Design mem_access_ctrl, sky130hd; sources not shown.
==> images/layers.png <==
Drawn at 2 px/micron.
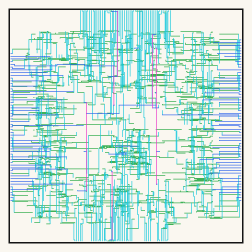
legend:
  M2:
    color: cyan
    wire_length: 5310 microns
  M3:
    color: blue
    wire_length: 1250 microns
  M4:
    color: magenta
    wire_length: 235 microns
  M1:
    color: green
    wire_length: 4110 microns
Overall Global Routing Usage: 0.167
drt wl/cell: 17.9 microns
Routed WL: 10900 microns
vias after detailed routing: 2918

==> images/pinout.png <==
Drawn at 3 px/micron. Pins as bars across the die edge, other pins in gray.
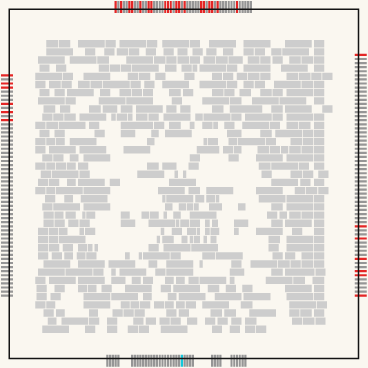
legend:
  ALU_rst_i:
    color: red
    pins: 32
    direction: input
    edge: 19 top, 7 right, 6 left
  err_o:
    color: cyan
    pins: 1
    direction: output
    edge: bottom
all pins by edge: 60 right, 55 left, 50 top, 38 bottom
Die W: 116 microns
port bufs: 202

==> images/class_map.png <==
Drawn at 2 px/micron.
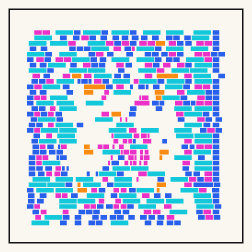
legend:
  clock drivers and dummy loads:
    color: orange
    cells: 16
  remaining buffers and delay cells:
    color: blue
    cells: 218
  remaining logic cells:
    color: magenta
    cells: 135
  sequential cells:
    color: cyan
    cells: 106
fin util: 0.662
sequential cell area share: 0.412
Final Cell Area: 6440 sq um
Site Rows: 36

==> images/util_map.png <==
Drawn at 3 px/micron. 12 x 12 tiles, from black (low) to pale yellow (high), 0 to 100% covered.
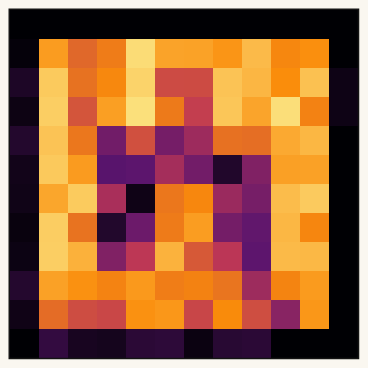
densest ninth of the die: top center
nearly empty tiles: 17%
mean over tiles: 47%
fullest tile: 93%
tiles over 75% full: 31%
core outline area: 9730 sq um
initial core utilization: 0.411

==> results_slide.txt <==
Key Metrics from the Run

Outcome
  – Status: complete, no violations

Logic synthesis
  – Floorplan Nets: 360
  – Synthesis Warnings: 0
  – Dominant flop cell: dfrtp_1
  – Syn Std Cell Area: 4000 sq um
  – Cells after synthesis: 256
  – Synth cell types: 30
  – Post-synthesis sequential area ratio: 0.664
  – Cell type with the largest total area: dfrtp_1
  – EDFF count, synth: 0
  – Registers, synthesis: 106
  – Ys async rst share: 1.00

Final timing
  – Final period util: 0.989
  – RSZ-0062 raised after global routing: false
  – Slew @ Worst Pin: 1030 ps
  – Final hold violations: 0
  – Headroom to the max-slew limit: 0.309

Detailed routing
  – WL met1: 4110 microns
  – Antenna Nets Post-Route: 0
  – Uppermost layer routed: met4
  – 1st-iter DRT viols: 93

Flow run
  – Max cap viols: 0

Power
  – Pwr per Cell Area: 630 nW/um^2

Critical path
  – CP Class: in2out
  – Worst path arrival time: 3790 ps
  – Bufs and invs on worst path: 2
  – Crit path DRT: 3850 ps
  – Worst r2r path cells: 7
  – Number of stages on the worst setup path: 4
  – Worst Path Max Fanout: 3
  – Most frequent CP cell: clkdlybuf4s50_1
  – Worst path cell trace: clkdlybuf4s50_1, o21ai_0, nor3_2, clkdlybuf4s50_1

Floorplanning
  – Chip area: 13400 sq um

Clocking
  – Worst-path clk slew: 90 ps
  – Setup repair bufs after CTS: 0
  – Clk sink count: 106
  – CTS buffer count: 9
  – TritonCTS clock tree: built
  – Clk latency late pin: 360 ps
  – H-Tree Depth: 3
  – CTS Hold Bufs: 0

Global route
  – Initial antenna violation count: 0
  – Largest net degree at the start of global routing: 67
  – First-pass GRT wire length: 17400 microns
  – Total congestion overflow: 0

Final layout
  – # diodes: 0
  – Fin cells: 608
## logic make-up (layout without fill, tap and decap cells)
kind of cell    Yosys count  in the layout  share of synthesized area
fa+ha+maj                 2              2                    0.00626
simple gates             26             26                     0.0401
mux                      63             63                      0.178
buf+inv                  16            235                     0.0213
flops                   106            106                      0.664
xor+xnor                  1              1                    0.00219
compound gates           42             42                     0.0889
## power by group
part / switching [mW] / internal, mW
combinational: 1.83 / 0.587
clock: 0.259 / 0.257
sequential: 0.122 / 0.999
## worst min-delay path, delay by kind of cell, from the launching register on
family	cells	cell delay, ps
AND/OR/NAND/NOR	2	100
flip-flops	1	350
## final cells by class
cell class	instances	share of cell area
inverter	1	0.000583
clock inverter	7	0.0144
clock buffer	9	0.0192
multi-input combinational	134	0.196
timing repair buffer	203	0.319
sequential	106	0.412
buffer	15	0.0126
tap	133	0.0259
## cell usage in the layout, fill, tap and decap left out, types with 2 or more instances in the layout
cell	n
clkinv_2	3
o31ai_1	2
and2_2	2
bufinv_16	2
nor2_1	5
clkbuf_8	9
buf_4	4
mux2_2	63
clkdlybuf4s50_1	200
clkbuf_1	3
o32ai_1	2
ha_1	2
buf_2	7
a22o_1	32
nand2_1	7
o22ai_1	3
dfrtp_1	106
## routing by layer
layer / up-vias / track usage
li1: 1360 / -
met1: 1401 / 0.183
met2: 140 / 0.278
met3: 17 / 0.0698
met4: 0 / 0.0700
met5: - / 0
## stage by stage
stage               setup TNS (ps)  area, sq um  worst slack (ps)  hold slack (ps)
finish                           0         6440              60.5              483
global route                     0         6440              8.60              523
CTS                              0         6440              42.6              491
detailed placement            -468         6220              -468              466
global placement           -117600         6190             -1110              465
floorplan                        0         4000               799              522
## what timing repair did
action | CTS | global route
gates resized | 3 | 0
setup endpoints to repair | 1 | 0
hold endpoints to repair | 0 | 0
No activity file was given, so power comes from the tool's default toggle rates.
